`config.mk`:
```
export PLATFORM = sky130hd
export DESIGN_NAME = pong_match_sequencer
export DESIGN_NICKNAME = d
export VERILOG_FILES = /design/src/rtl/pong_pkg.sv /design/src/rtl/edge_pulse.sv /design/src/rtl/pong_match_sequencer.sv
export SDC_FILE = /design/constraint.sdc
export NUM_CORES = 1
export LEC_CHECK = 0
export CAP_MARGIN = 20
export CORE_MARGIN = 1.5
export CORE_UTILIZATION = 53
export DETAILED_ROUTE_END_ITERATION = 10
export PLACE_DENSITY = 0.87
export REMOVE_ABC_BUFFERS = 1
export SYNTH_ARGS = -nofsm -noshare
export SYNTH_HDL_FRONTEND = slang
export SYNTH_SLANG_ARGS = --single-unit
```
`constraint.sdc`:
```
create_clock -name clock -period 2.4 [get_ports clock]
set_clock_uncertainty 0.05 [all_clocks]
set_input_delay 0.48 -clock clock [delete_from_list [all_inputs] [get_ports clock]]
set_output_delay 0.48 -clock clock [all_outputs]
set_load 0.02 [all_outputs]
```
`src/rtl/pong_pkg.sv`:
```
// Shared encodings for the Pong round/match sequencer: FSM states, winner codes
// and the frame-counter width helper. PAUSED exists only when PONG_PAUSE_EN is defined.
package pong_pkg;

  typedef enum logic [2:0] {
    ST_IDLE      = 3'd0,
    ST_SERVE     = 3'd1,
    ST_PLAY      = 3'd2,
    ST_POINT     = 3'd3,
    ST_GAME_OVER = 3'd4
`ifdef PONG_PAUSE_EN
    , ST_PAUSED  = 3'd5
`endif
  } state_t;

  localparam logic [1:0] WIN_NONE = 2'b00;
  localparam logic [1:0] WIN_P1   = 2'b01;
  localparam logic [1:0] WIN_P2   = 2'b10;

  // Counter holds values 0..max-1, so clog2(max) bits, never fewer than one.
  function automatic int cnt_width(input int serve_frames, input int point_frames);
    int m;
    int w;
    m = (serve_frames > point_frames) ? serve_frames : point_frames;
    w = $clog2(m);
    return (w < 1) ? 1 : w;
  endfunction

endpackage

```
`src/rtl/edge_pulse.sv`:
```
// Registered edge detector: one-cycle strobe on a rising (RISING=1) or falling
// (RISING=0) edge of d. The history register resets to RESET_VAL.
module edge_pulse #(
  parameter logic RESET_VAL = 1'b1,
  parameter logic RISING    = 1'b1
) (
  input  logic clock,
  input  logic reset_n,
  input  logic d,
  output logic pulse
);

  logic prev_q;

  always_ff @(posedge clock or negedge reset_n) begin
    if (!reset_n) prev_q <= RESET_VAL;
    else          prev_q <= d;
  end

  assign pulse = RISING ? (d & ~prev_q) : (~d & prev_q);

endmodule

```
`src/rtl/pong_match_sequencer.sv`:
```
// Pong round/match sequencer: serve, play, point and game-over timed in frames.
// Optional pause on start in PLAY is compiled in with macro PONG_PAUSE_EN.
module pong_match_sequencer
  import pong_pkg::*;
#(
  parameter int WIN_SCORE    = 7,
  parameter int SCORE_W      = 4,
  parameter int SERVE_FRAMES = 60,
  parameter int POINT_FRAMES = 90
) (
  input  logic               clock,
  input  logic               reset_n,
  input  logic               in_Vsync,
  input  logic               start,
  input  logic               p1_miss,
  input  logic               p2_miss,
  output logic               ball_reset,
  output logic               ball_enable,
  output logic               paddle_enable,
  output logic               serve_dir,
  output logic [SCORE_W-1:0] p1_score,
  output logic [SCORE_W-1:0] p2_score,
  output logic [1:0]         winner,
  output logic [2:0]         state
);

  localparam int                 CW         = cnt_width(SERVE_FRAMES, POINT_FRAMES);
  localparam logic [CW-1:0]      SERVE_LOAD = CW'(SERVE_FRAMES - 1);
  localparam logic [CW-1:0]      POINT_LOAD = CW'(POINT_FRAMES - 1);
  localparam logic [SCORE_W-1:0] WIN_VAL    = SCORE_W'(WIN_SCORE);

  // frame_tick and start_rise are single-cycle strobes with no back-pressure:
  // an event is acted on only if the current state cares about it that cycle.
  logic frame_tick;
  logic start_rise;

  edge_pulse #(.RESET_VAL(1'b1), .RISING(1'b0)) u_vsync_edge (
    .clock  (clock),
    .reset_n(reset_n),
    .d      (in_Vsync),
    .pulse  (frame_tick)
  );

  edge_pulse #(.RESET_VAL(1'b1), .RISING(1'b1)) u_start_edge (
    .clock  (clock),
    .reset_n(reset_n),
    .d      (start),
    .pulse  (start_rise)
  );

  state_t             state_q, state_d;
  logic [CW-1:0]      cnt_q, cnt_d;
  logic [SCORE_W-1:0] p1_q, p1_d, p2_q, p2_d;
  logic [1:0]         win_q, win_d;
  logic               dir_q, dir_d;
  logic               br_d, be_d, pe_d;

  always_comb begin
    state_d = state_q;
    cnt_d   = cnt_q;
    p1_d    = p1_q;
    p2_d    = p2_q;
    win_d   = win_q;
    dir_d   = dir_q;
    case (state_q)
      ST_IDLE: begin
        if (start_rise) begin
          p1_d    = '0;
          p2_d    = '0;
          win_d   = WIN_NONE;
          cnt_d   = SERVE_LOAD;
          state_d = ST_SERVE;
        end
      end
      ST_SERVE: begin
        if (frame_tick) begin
          if (cnt_q == '0) state_d = ST_PLAY;
          else             cnt_d   = cnt_q - 1'b1;
        end
      end
      ST_PLAY: begin
        if (p1_miss || p2_miss) begin
          cnt_d   = POINT_LOAD;
          state_d = ST_POINT;
          // Simultaneous misses score nobody; only the serve side flips.
          if (p1_miss && p2_miss) begin
            dir_d = ~dir_q;
          end else if (p1_miss) begin
            p2_d  = p2_q + 1'b1;
            dir_d = 1'b0;
          end else begin
            p1_d  = p1_q + 1'b1;
            dir_d = 1'b1;
          end
        end
`ifdef PONG_PAUSE_EN
        else if (start_rise) begin
          state_d = ST_PAUSED;
        end
`endif
      end
      ST_POINT: begin
        if (frame_tick) begin
          if (cnt_q != '0) begin
            cnt_d = cnt_q - 1'b1;
          end else if (p1_q == WIN_VAL) begin
            win_d   = WIN_P1;
            state_d = ST_GAME_OVER;
          end else if (p2_q == WIN_VAL) begin
            win_d   = WIN_P2;
            state_d = ST_GAME_OVER;
          end else begin
            cnt_d   = SERVE_LOAD;
            state_d = ST_SERVE;
          end
        end
      end
      ST_GAME_OVER: begin
        if (start_rise) begin
          p1_d    = '0;
          p2_d    = '0;
          win_d   = WIN_NONE;
          dir_d   = 1'b0;
          cnt_d   = SERVE_LOAD;
          state_d = ST_SERVE;
        end
      end
`ifdef PONG_PAUSE_EN
      ST_PAUSED: begin
        if (start_rise) state_d = ST_PLAY;
      end
`endif
      default: state_d = ST_IDLE;
    endcase

    // Motion controls are decoded from the next state so they register with it.
    br_d = 1'b0;
    be_d = 1'b0;
    pe_d = 1'b0;
    case (state_d)
      ST_IDLE:      br_d = 1'b1;
      ST_SERVE:     begin br_d = 1'b1; pe_d = 1'b1; end
      ST_PLAY:      begin be_d = 1'b1; pe_d = 1'b1; end
      ST_GAME_OVER: br_d = 1'b1;
      default:      br_d = 1'b0;
    endcase
  end

  always_ff @(posedge clock or negedge reset_n) begin
    if (!reset_n) begin
      state_q       <= ST_IDLE;
      cnt_q         <= '0;
      p1_q          <= '0;
      p2_q          <= '0;
      win_q         <= WIN_NONE;
      dir_q         <= 1'b0;
      ball_reset    <= 1'b1;
      ball_enable   <= 1'b0;
      paddle_enable <= 1'b0;
    end else begin
      state_q       <= state_d;
      cnt_q         <= cnt_d;
      p1_q          <= p1_d;
      p2_q          <= p2_d;
      win_q         <= win_d;
      dir_q         <= dir_d;
      ball_reset    <= br_d;
      ball_enable   <= be_d;
      paddle_enable <= pe_d;
    end
  end

  assign state     = state_q;
  assign p1_score  = p1_q;
  assign p2_score  = p2_q;
  assign winner    = win_q;
  assign serve_dir = dir_q;

endmodule

```
==> Changelog: implementation, run 1 <==
### Physical design

* Clk slew on worst S/H paths at 140 ps
* CTS tree: yes
* DRC violations left at 0
* Post-CTS Setup Bufs at 0
* Average cell area after synthesis at 10.5 um2
* Die W at 56.2 um
* Slowest-stage cell, CP: clkdlybuf4s50_1
* RePlAce Congestion at 0.848
* First-pass DRT Iterations at 5
* Final setup fails at 0
* Tightest Pin Transition at 535 ps
* Outcome: finished, final reports clean
* Post-synth area from yosys stat at 1500 um2
* Root buffer cell: clkbuf_4
* Final worst slack at 133 ps
* Port buffer count at 22
* Cts repair resizes at 0
* Register area at 654 um2
* Initial antenna violation count at 0
* Row count at 19
* Final Cycle Share at 94.4%
* Die H at 56.2 um
* Routed wire length at 3.00 mm
* Pin count of the biggest net entering global routing at 27
* Die Size at 3160 um2
* Area share, top type at 38.4%
* CP Buf/Inv Count at 1
* Synth Cell Area at 1500 um2
* Crit path required time at 1870 ps
* CTS H-tree lvls at 1
* Yosys cell count at 143
* Leak Pwr at 0.772 nW
* Hold_buf cts at 0
* Power Density at 636 nW/um2
* Fin. Hold Viols at 0
* Vias in the first global route at 1171
* Worst ir drop on vdd at 0.569 mV
* Cell count after placement at 195
* Cell class contributing the biggest share of worst-path delay: buffers and inverters
* Area growth, synth to finish at 18.5%
* Mapped Cells at 143
* Vias per cell at 6.09
* Final min period at 2270 ps
* Startpoint types: register
* Seq/Total Area, Yosys at 43.7%
* Comb. cell area at 793 um2
* Post-Layout Cell Count at 199
* HPWL after DPL at 2.24 mm
* Top cells excl fill/tap: dfrtp_1 (23), clkdlybuf4s50_1 (22), nand2_1 (13), nor2_1 (12), nand3_1 (8)
* Final nets at 179
* Filler cell count at 218
* RSZ-0062 raised after global routing: no
* GRT Residual Overflow at 0
* Critical-path cell list: clkdlybuf4s50_1
* Worst EP arrival at 1740 ps
* Inserted Clock Buffers at 3
* Total chip power at 0.00113 W
* Tool Warnings at 26
* Final Max-Slew Violation Tally at 0
* Post-route ant nets at 0
==> run 1: Yosys cell counts, drive strengths merged <==
master and n:
a21boi 1, a22o 4, nor2 14, nand3b 1, nor3 2, nand2 13, xor2 3, or2b 1
o221ai 2, or2 4, nor4 1, mux2i 2, o32a 2, dfstp 3, o211ai 2, nand2b 3
inv 5, a31o 1, a21oi 7, mux2 4, a31oi 1, o2bb2ai 1, clkbuf 1, o41ai 1
ha 4, dfrtp 23, nand4 3, o21a 1, buf 2, o221a 2, nor3b 3, nand4bb 2
o311ai 1, o21ai 9, or3b 2, or4b 1, or3 2, nand3 8, and3b 1
==> run 1: kinds of logic after synthesis <==
logic type	after synthesis	share of synthesized area, %
buffers and inverters	8	3.42
multiplexers	6	4.84
adder cells (fa/ha/maj)	4	3.34
flip-flops	26	43.7
AND-OR/OR-AND	35	18.4
AND/OR/NAND/NOR	61	24.6
XOR/XNOR	3	1.75
==> run 1: registers in the layout, indices dropped and copies added, names as in the netlist, 2 cells and up <==
signal / flops
cnt_q: 7
p1_score: 4
p2_score: 4
state: 3
winner: 2
==> run 1: where the power goes <==
group | switching (W) | internal, W
combinational | 0.000175 | 0.000161
clock | 0.000132 | 0.0000929
sequential | 0.0000684 | 0.000502
total | 0.000375 | 0.000756
==> run 1: cell type report <==
| class | instances | share of cell area (%) |
|---|---|---|
| flip-flops and latches | 26 | 36.8 |
| multi-input cells | 109 | 44.6 |
| inverters | 5 | 1.06 |
| clock buffers | 4 | 2.04 |
| repair buffers | 24 | 13.2 |
| well taps | 31 | 2.18 |
==> run 1: through the flow <==
step                      hold slack [ps]  util, %  area [um2]
after floorplan                       134        -        1470
after global placement                439     64.2        1740
after detailed placement              450     64.2        1740
after CTS                             457     65.6        1780
after global routing                  472     65.6        1780
final                                 444     65.6        1780
==> run 1: metal layers <==
metal | wire length, um | vias up | global-route usage [%] | share of wire, %
met5 | 0 | - | 0 | 0
met1 | 1410 | 597 | 28.7 | 47
met3 | 103 | 7 | 3.02 | 3.4
met2 | 1440 | 32 | 34.1 | 48
li1 | - | 576 | - | -
met4 | 50 | 0 | 6.12 | 1.7
==> run 1: path summary, 6_finish.rpt <==
kind                           start  slack, ps  depth (start not counted)                   to
setup / recovery            state[1]        130                          1             state[1]
max in group asynchronous    reset_n       1560                          2  u_start_edge.prev_q
hold reg to reg            winner[0]        470                          2            winner[0]
hold / removal               reset_n        440                          2             cnt_q[4]
min in group clock         winner[0]        470                          2            winner[0]
setup reg to reg            cnt_q[0]        240                          7             cnt_q[1]
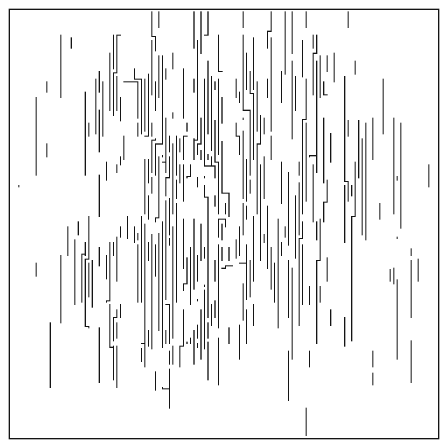
Fig. 1. M2 wires (run 1).
wire length on this layer: 1440 um
main direction: vertical
longest straight run: 18.7 um
share of all routed wire: 48%
nets with wire on the layer: 154
routing usage on met2: 34.1%
DR vias: 1212

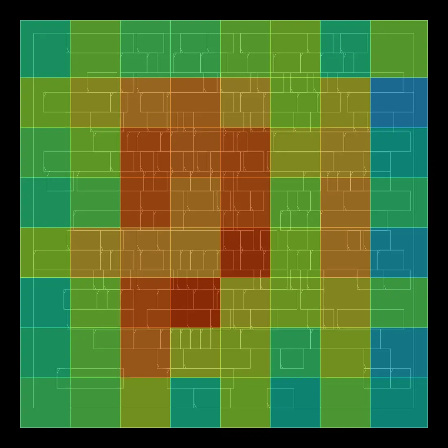
Fig. 2. Routing congestion map (run 1).
met3 usage in global routing: 3.02%
all-layer global routing usage: 20.8%
DR WL/cell: 15.1 um
Final Core Density: 65.6%

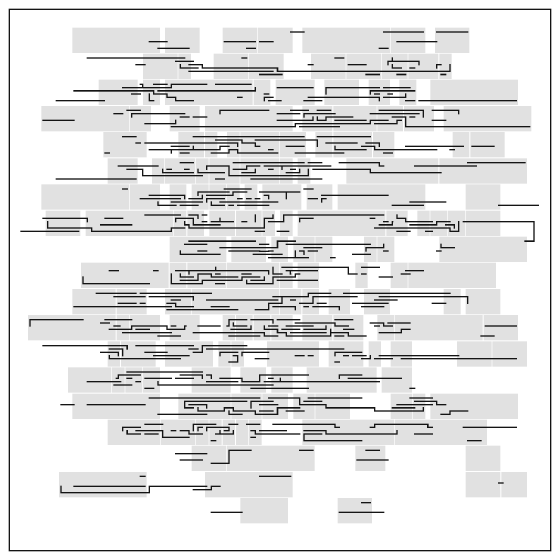
Fig. 3. Met1 routing (run 1).
wire length on this layer: 1410 um
longest straight run: 17.9 um
main direction: horizontal
share of all routed wire: 47%

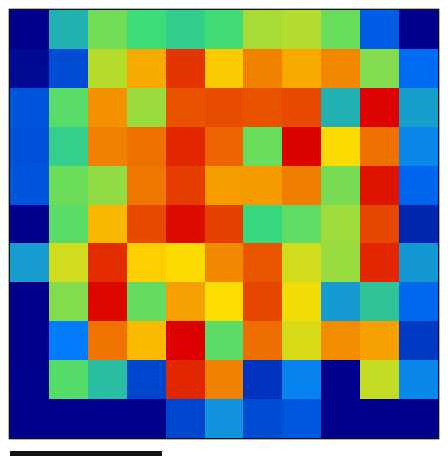
Fig. 4. Cell area per tile (run 1).
Bar = 20 um. The die is cut into 11 by 11 equal tiles; dark blue is low, red is high, 0 to 100% covered.
emptiest ninth of the die: lower left
tiles over 75% full: 37%
mean over tiles: 55%
nearly empty tiles: 12%
Core ar.: 2710 um2
initial core utilization: 55.3%

Fig. 5: run 1, drive-strength map
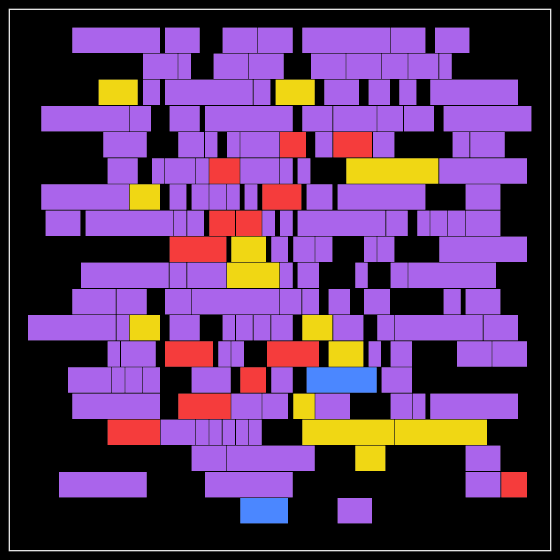

==> run 1 -> run 2 <==
- CELL_PAD_IN_SITES_DETAIL_PLACEMENT: unset -> 0
- CELL_PAD_IN_SITES_GLOBAL_PLACEMENT: unset -> 1
- CORE_UTILIZATION: 53 -> 41
- PLACE_DENSITY: 0.87 -> 0.86
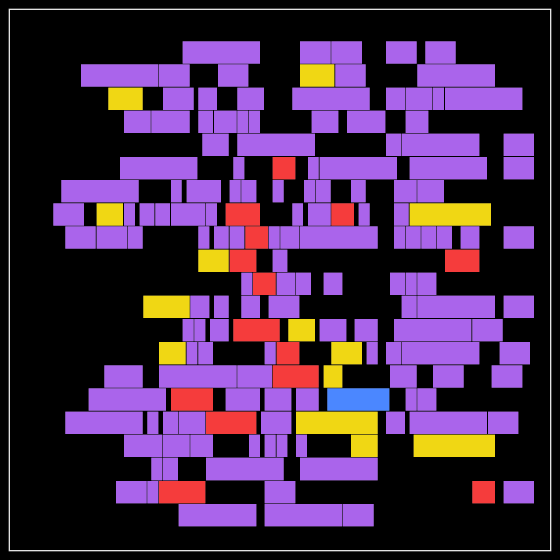
Fig. 6. Drive-strength map (run 2).
legend:
  red:
    size: x3 and x4
    cells: 14
  blue:
    size: x6 and larger
    cells: 1
    most_used: nor2_8
  purple:
    size: x1 and smaller
    cells: 141
    most_used: dfrtp_1
  yellow:
    size: x2
    cells: 13
    most_used: dfstp_2

==> run 2 against run 1 <==
  * Synthesized cell count did not move
  * Critical path depth did not move
  * Routed wire length is 2.1% higher
  * Count of clock-buffer cells in the layout unchanged
  * Clock power is 14% lower
  * Sequential power is essentially flat
  * Die area increased by 28%
  * Critical path type unchanged
==> Changelog: implementation, run 2 <==
### Physical design

* Outcome: finished, final reports clean
* Crit-path max cell delay at 700 ps
* Main synth FF type: dfrtp_1
* Leak Pwr at 0.771 nW (about the same)
* Worst ir drop on vdd at 0.342 mV (-40%)
* Yosys reg bits at 26
* MaxCap Viol Count at 0
* Average cell area after synthesis at 10.5 um2 (unchanged)
* First-pass GRT wire length at 5.53 mm
* Hold_buf cts at 0 (unchanged)
* IO Pins at 23
* HPWL after DPL at 2.34 mm (+4.8%)
* Final Max-Slew Violation Tally at 0 (unchanged)
* Hold slack at 463 ps (+19.3 ps)
* ANT cells at 0
* Post-CTS Setup Bufs at 0 (unchanged)
* Share of cells above drive strength 1 at 16.6%
* Most used logic cell in the final layout: dfrtp_1
* Crit-path max FO at 12
* Pin count of the biggest net entering global routing at 27 (unchanged)
* Final min period at 2180 ps (-89.4 ps)
* Tightest Pin Transition at 517 ps (-18.6 ps)
* GRT Residual Overflow at 0 (unchanged)
* Initial core utilization at 43.9% (-11 points)
* Max FFs per register at 7 (unchanged)
* Row count at 21 (+2)
* Cts repair resizes at 0 (unchanged)
* Most frequent cell after synthesis: dfrtp_1
* Final nets at 180 (+0.56%)
* EDFF count, synth at 0 (unchanged)
* Yosys cell count at 143 (unchanged)
* Crit. End Element: output pin
* Power Density at 611 nW/um2 (-4.0%)
* Warnings, synthesis at 0
* Synth unique cells at 51
* Clk_lat worst skew at 320 ps
* Routed wire length at 3.07 mm (+2.1%)
* CP Buf/Inv Count at 1 (unchanged)
* Worst EP arrival at 1650 ps (-90 ps)
* WS Path Type: register to output pin
* Die H at 63.5 um (+13%)
* Cell class contributing the biggest share of worst-path delay: buffers and inverters
* Post-route ant nets at 0 (unchanged)
* Top cells by area: dfrtp_1 (38%), dfstp_2 (5.3%), ha_1 (3.3%)
* Post-synth area from yosys stat at 1500 um2 (unchanged)
* Vias in the first global route at 1188 (+1.5%)
* DRC violations left at 0 (unchanged)
* Critical-path cell list: clkdlybuf4s50_1
* CTS tree: yes
* DR WL/cell at 14.3 um (-5.5%)
* First-pass DRT Iterations at 4 (-1)
* Area share, top type at 38.4% (unchanged)
* Die Size at 4030 um2 (+28%)
* Synth Cell Area at 1500 um2 (unchanged)
* CTS Buffer Depth at 2
* Root buffer cell: clkbuf_4
* Synth cell count leaders: dfrtp_1 (23), nand2_1 (13), nor2_1 (12), nand3_1 (8)
* Initial antenna violation count at 0 (unchanged)
* CTS Sinks at 26
* Relative slew slack at 65.5%
* CTS H-tree lvls at 1 (unchanged)
* DR vias at 1183 (-2.4%)
* Fin. Hold Viols at 0 (unchanged)
* Mapped Cells at 143 (unchanged)
* Worst hold path class: input port to asynchronous set/reset pin
* Core ar. at 3420 um2 (+26%)
* Tool Warnings at 26 (unchanged)
* Seq/Total Area, Yosys at 43.7% (unchanged)
* Max Fclk at 459 MHz
* Startpoint types: register
* RePlAce Congestion at 0.860 (+1.3%)
* Die W at 63.5 um (+13%)
* Port buffer count at 22 (unchanged)
* First DRT Iteration DRCs at 59
* Synth async-reset ratio at 100% (unchanged)
* Dominant cell type by area after synthesis: dfrtp_1
* Slowest-stage cell, CP: clkdlybuf4s50_1
* Top cells excl fill/tap: dfrtp_1 (23), clkdlybuf4s50_1 (22), nand2_1 (13), nor2_1 (12), nand3_1 (8)
* Final Core Density at 52.5% (-13 points)
* Area growth, synth to finish at 19.6%
* Filler cell count at 310 (+42%)
* Clk slew on worst S/H paths at 140 ps (about the same)
* Vias per cell at 5.50 (-9.7%)
* Biggest register: cnt_q
* Setup TNS at 0 ps
* All-layer global routing usage at 17.1% (-3.7 points)
* Crit path required time at 1870 ps (about the same)
* Final setup fails at 0 (unchanged)
* RSZ-0062 raised after global routing: no
* Final Cycle Share at 90.7% (-3.7 points)
* Inserted Clock Buffers at 3 (unchanged)
[run 2: final timing paths]
check / cells after the start / end / from / slack (ps)
setup / recovery: 1 / state[0] / state[0] / 220
hold / removal: 2 / state[1] / reset_n / 460
setup reg to reg: 7 / cnt_q[5] / cnt_q[0] / 240
hold reg to reg: 2 / winner[1] / winner[1] / 500
max in group asynchronous: 2 / u_start_edge.prev_q / reset_n / 1550
min in group clock: 2 / winner[1] / winner[1] / 500
[run 2: stage by stage]
| step | worst slack (ps) | area (um2) | instances | power (W) |
|---|---|---|---|---|
| 2_1_floorplan | 400 | 1470 | 140 | 0.000808 |
| 3_3_place_gp | 132 | 1770 | 211 | 0.000896 |
| 3_5_place_dp | 81.1 | 1770 | 211 | 0.000914 |
| 4_1_cts | 223 | 1790 | 215 | 0.00110 |
| 5_1_grt | 130 | 1790 | 215 | 0.00117 |
| 6_report | 223 | 1790 | 215 | 0.00110 |
[run 2: area by class of cell]
cell class | instances | area (um2) | share of cell area, %
Inverter | 5 | 18.8 | 1.05
Sequential cell | 26 | 654 | 36.5
Timing Repair Buffer | 25 | 243 | 13.5
Tap cell | 46 | 57.6 | 3.21
Multi-Input combinational cell | 109 | 793 | 44.2
Clock buffer | 4 | 26.3 | 1.47
[run 2: metal layers]
metal  part of all wire, %  routed length (um)  global-route usage [%]
met1                    49                1510                    23.6
met2                    46                1410                    27.9
met3                   3.5                 107                    2.32
met4                   1.3                  40                    5.16
met5                     0                   0                       0
[run 2: kinds of logic (layout without fill, tap and decap cells)]
logic type	after synthesis	in the layout	synth area share (%)
compound gates	35	35	18.4
fa+ha+maj	4	4	3.34
simple gates	61	61	24.6
xor+xnor	3	3	1.75
buf+inv	8	34	3.42
mux	6	6	4.84
flops	26	26	43.7
[run 2: where the power goes]
part	internal, W	total [W]	leakage, nW	switching [W]
clock network	0.0000651	0.000193	0.0150	0.000128
registers	0.000502	0.000567	0.325	0.0000657
logic	0.000162	0.000335	0.431	0.000174
total	0.000728	0.00110	0.771	0.000367
==> run 2 -> run 3 <==
- TNS_END_PERCENT: unset -> 30
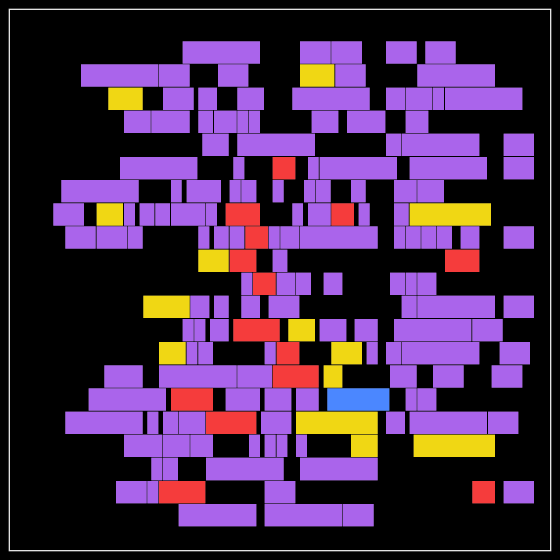
Fig. 7. Drive-strength map (run 3).
legend:
  purple:
    size: x1 and smaller
    cells: 141
    most_used: dfrtp_1
  blue:
    size: x6 and larger
    cells: 1
    most_used: nor2_8
  yellow:
    size: x2
    cells: 13
    most_used: dfstp_2
  red:
    size: x3 and x4
    cells: 14
Area growth, synth to finish: 19.6%
final worst slack: 223 ps
cell area after layout: 1790 um2

==> run 3 against run 2 <==
  * Critical path depth did not move
  * Total power did not move
  * Synthesized cell count did not move
  * Final cell count did not move
==> Changelog: implementation, run 3 <==
### Physical design

* Clk_lat worst skew at 320 ps (about the same)
* Post-route ant nets at 0 (unchanged)
* ANT cells at 0 (unchanged)
* MaxCap Viol Count at 0 (unchanged)
* Register area at 654 um2 (unchanged)
* First DRT Iteration DRCs at 59 (unchanged)
* First-pass GRT wire length at 5.53 mm (unchanged)
* Top cells by area: dfrtp_1 (38%), dfstp_2 (5.3%), ha_1 (3.3%)
* Crit-path max cell delay at 700 ps (about the same)
* Inserted Clock Buffers at 3 (unchanged)
* Final Max-Slew Violation Tally at 0 (unchanged)
* Worst slack after detailed placement at 81.1 ps (unchanged)
* First-pass DRT Iterations at 4 (unchanged)
* Crit path launch: state[0]
* Synth cell count leaders: dfrtp_1 (23), nand2_1 (13), nor2_1 (12), nand3_1 (8)
* Area share, top type at 38.4% (unchanged)
* Clock share of power at 17.6% (about the same)
* Root buffer cell: clkbuf_4
* R2R setup slack at 240 ps (about the same)
* HPWL after DPL at 2.34 mm (unchanged)
* CTS H-tree lvls at 1 (unchanged)
* Tightest Pin Transition at 517 ps (unchanged)
* Setup TNS at 0 ps (unchanged)
* Relative slew slack at 65.5% (unchanged)
* Share of power burned in registers at 51.8% (about the same)
* Main synth FF type: dfrtp_1
* Max FFs per register at 7 (unchanged)
* Reg2reg end: cnt_q[5]
* Tool Warnings at 26 (unchanged)
* Sw Share at 33.5% (unchanged)
* Critical-path cell list: clkdlybuf4s50_1
* Share of cells above drive strength 1 at 16.6% (unchanged)
* Int Power at 0.000728 W (unchanged)
* Psw at 0.000367 W (unchanged)
* Power Density at 611 nW/um2 (unchanged)
* EDFF count, synth at 0 (unchanged)
* Synth unique cells at 51 (unchanged)
* CTS Sinks at 26 (unchanged)
* Leak Pwr at 0.771 nW (unchanged)
* IO Pins at 23 (unchanged)
* DR vias at 1183 (unchanged)
* Startpoint types: register
* Yosys reg bits at 26 (unchanged)
* Crit path required time at 1870 ps (about the same)
* GRT Residual Overflow at 0 (unchanged)
* Final Cycle Share at 90.7% (unchanged)
* Initial core utilization at 43.9% (unchanged)
* Filler cell count at 310 (unchanged)
* Die W at 63.5 um (unchanged)
* CP Buf/Inv Count at 1 (unchanged)
* Port buffer count at 22 (unchanged)
* Core ar. at 3420 um2 (unchanged)
* Cell class contributing the biggest share of worst-path delay: buffers and inverters
* Most used logic cell in the final layout: dfrtp_1
* Die Size at 4030 um2 (unchanged)
* Average cell area after synthesis at 10.5 um2 (unchanged)
* CTS tree: yes
* Worst hold path class: input port to asynchronous set/reset pin
* Top cells excl fill/tap: dfrtp_1 (23), clkdlybuf4s50_1 (22), nand2_1 (13), nor2_1 (12), nand3_1 (8)
* Final nets at 180 (unchanged)
* Slowest-stage cell, CP: clkdlybuf4s50_1
* Hold_buf cts at 0 (unchanged)
* Vias per cell at 5.50 (unchanged)
* Row count at 21 (unchanged)
* Final min period at 2180 ps (unchanged)
* WS Path Type: register to output pin
* Worst ir drop on vdd at 0.342 mV (unchanged)
* Post-synth area from yosys stat at 1500 um2 (unchanged)
* Pin count of the biggest net entering global routing at 27 (unchanged)
* Worst EP arrival at 1650 ps (about the same)
* Comb. cell area at 793 um2 (unchanged)
* Fin. Hold Viols at 0 (unchanged)
* Final setup fails at 0 (unchanged)
* Cell Area, Placed at 1770 um2 (unchanged)
* Biggest register: cnt_q
* Cts repair resizes at 0 (unchanged)
* Outcome: finished, final reports clean
* Worst Reg-to-Reg Cells at 7 (unchanged)
* All-layer global routing usage at 17.1% (unchanged)
* Vias in the first global route at 1188 (unchanged)
* Max Fclk at 459 MHz (unchanged)
* Crit-path max FO at 12 (unchanged)
* Warnings, synthesis at 0 (unchanged)
* Die H at 63.5 um (unchanged)
* RePlAce Congestion at 0.860 (unchanged)
* Initial antenna violation count at 0 (unchanged)
* Combinational share of power at 30.6% (about the same)
* Synth async-reset ratio at 100% (unchanged)
* End of the critical path: state[0]
* Total chip power at 0.00110 W (unchanged)
* Synth Cell Area at 1500 um2 (unchanged)
* Dominant cell type by area after synthesis: dfrtp_1
* CP Depth at 1 (unchanged)
* DR WL/cell at 14.3 um (unchanged)
-- run 3: cell counts in the layout (fill, tap and decap cells not counted) --
Identical to the previous run, type by type.
-- run 3: logic make-up (layout without fill, tap and decap cells) --
logic type | count (synthesis) | after routing | synth area share, %
AND-OR/OR-AND | 35 | 35 | 18.4
XOR/XNOR | 3 | 3 | 1.75
adder cells (fa/ha/maj) | 4 | 4 | 3.34
buffers and inverters | 8 | 34 | 3.42
flip-flops | 26 | 26 | 43.7
multiplexers | 6 | 6 | 4.84
AND/OR/NAND/NOR | 61 | 61 | 24.6
-- run 3: through the flow --
step | utilization (%) | cells | hold WS [ps]
CTS | 52.5 | 215 | 476
global route | 52.5 | 215 | 516
global placement | 51.7 | 211 | 440
floorplan | - | 140 | 134
finish | 52.5 | 215 | 463
detailed placement | 51.7 | 211 | 472
-- run 3: per-layer routing --
metal | wire length [um] | track usage, % | up-vias
li1 | - | - | 584
met1 | 1510 | 23.6 | 571
met2 | 1410 | 27.9 | 23
met3 | 107 | 2.32 | 5
met4 | 40 | 5.16 | 0
met5 | 0 | 0 | -
-- run 3: power by group through the flow --
stage               clock (W)  sequential [W]  combinational [W]
floorplan                   0        0.000572           0.000236
global placement            0        0.000573           0.000323
detailed placement          0        0.000576           0.000338
CTS                  0.000197        0.000568           0.000339
global route         0.000212        0.000580           0.000375
finish               0.000193        0.000567           0.000335
-- run 3: area by class of cell --
cell class / instances / area share [%]
clock buffer: 4 / 1.47
inverter: 5 / 1.05
multi-input combinational: 109 / 44.2
sequential: 26 / 36.5
tap: 46 / 3.21
timing repair buffer: 25 / 13.5
-- run 3: worst min path at each step --
stage                    from  cells after the start          end
finish                reset_n                      2     state[1]
global route          reset_n                      2  p1_score[2]
CTS                   reset_n                      2     state[0]
detailed placement  winner[1]                      2    winner[1]
global placement    winner[1]                      2    winner[1]
floorplan             reset_n                      0  ball_enable
No activity file was given, so power comes from the tool's default toggle rates.
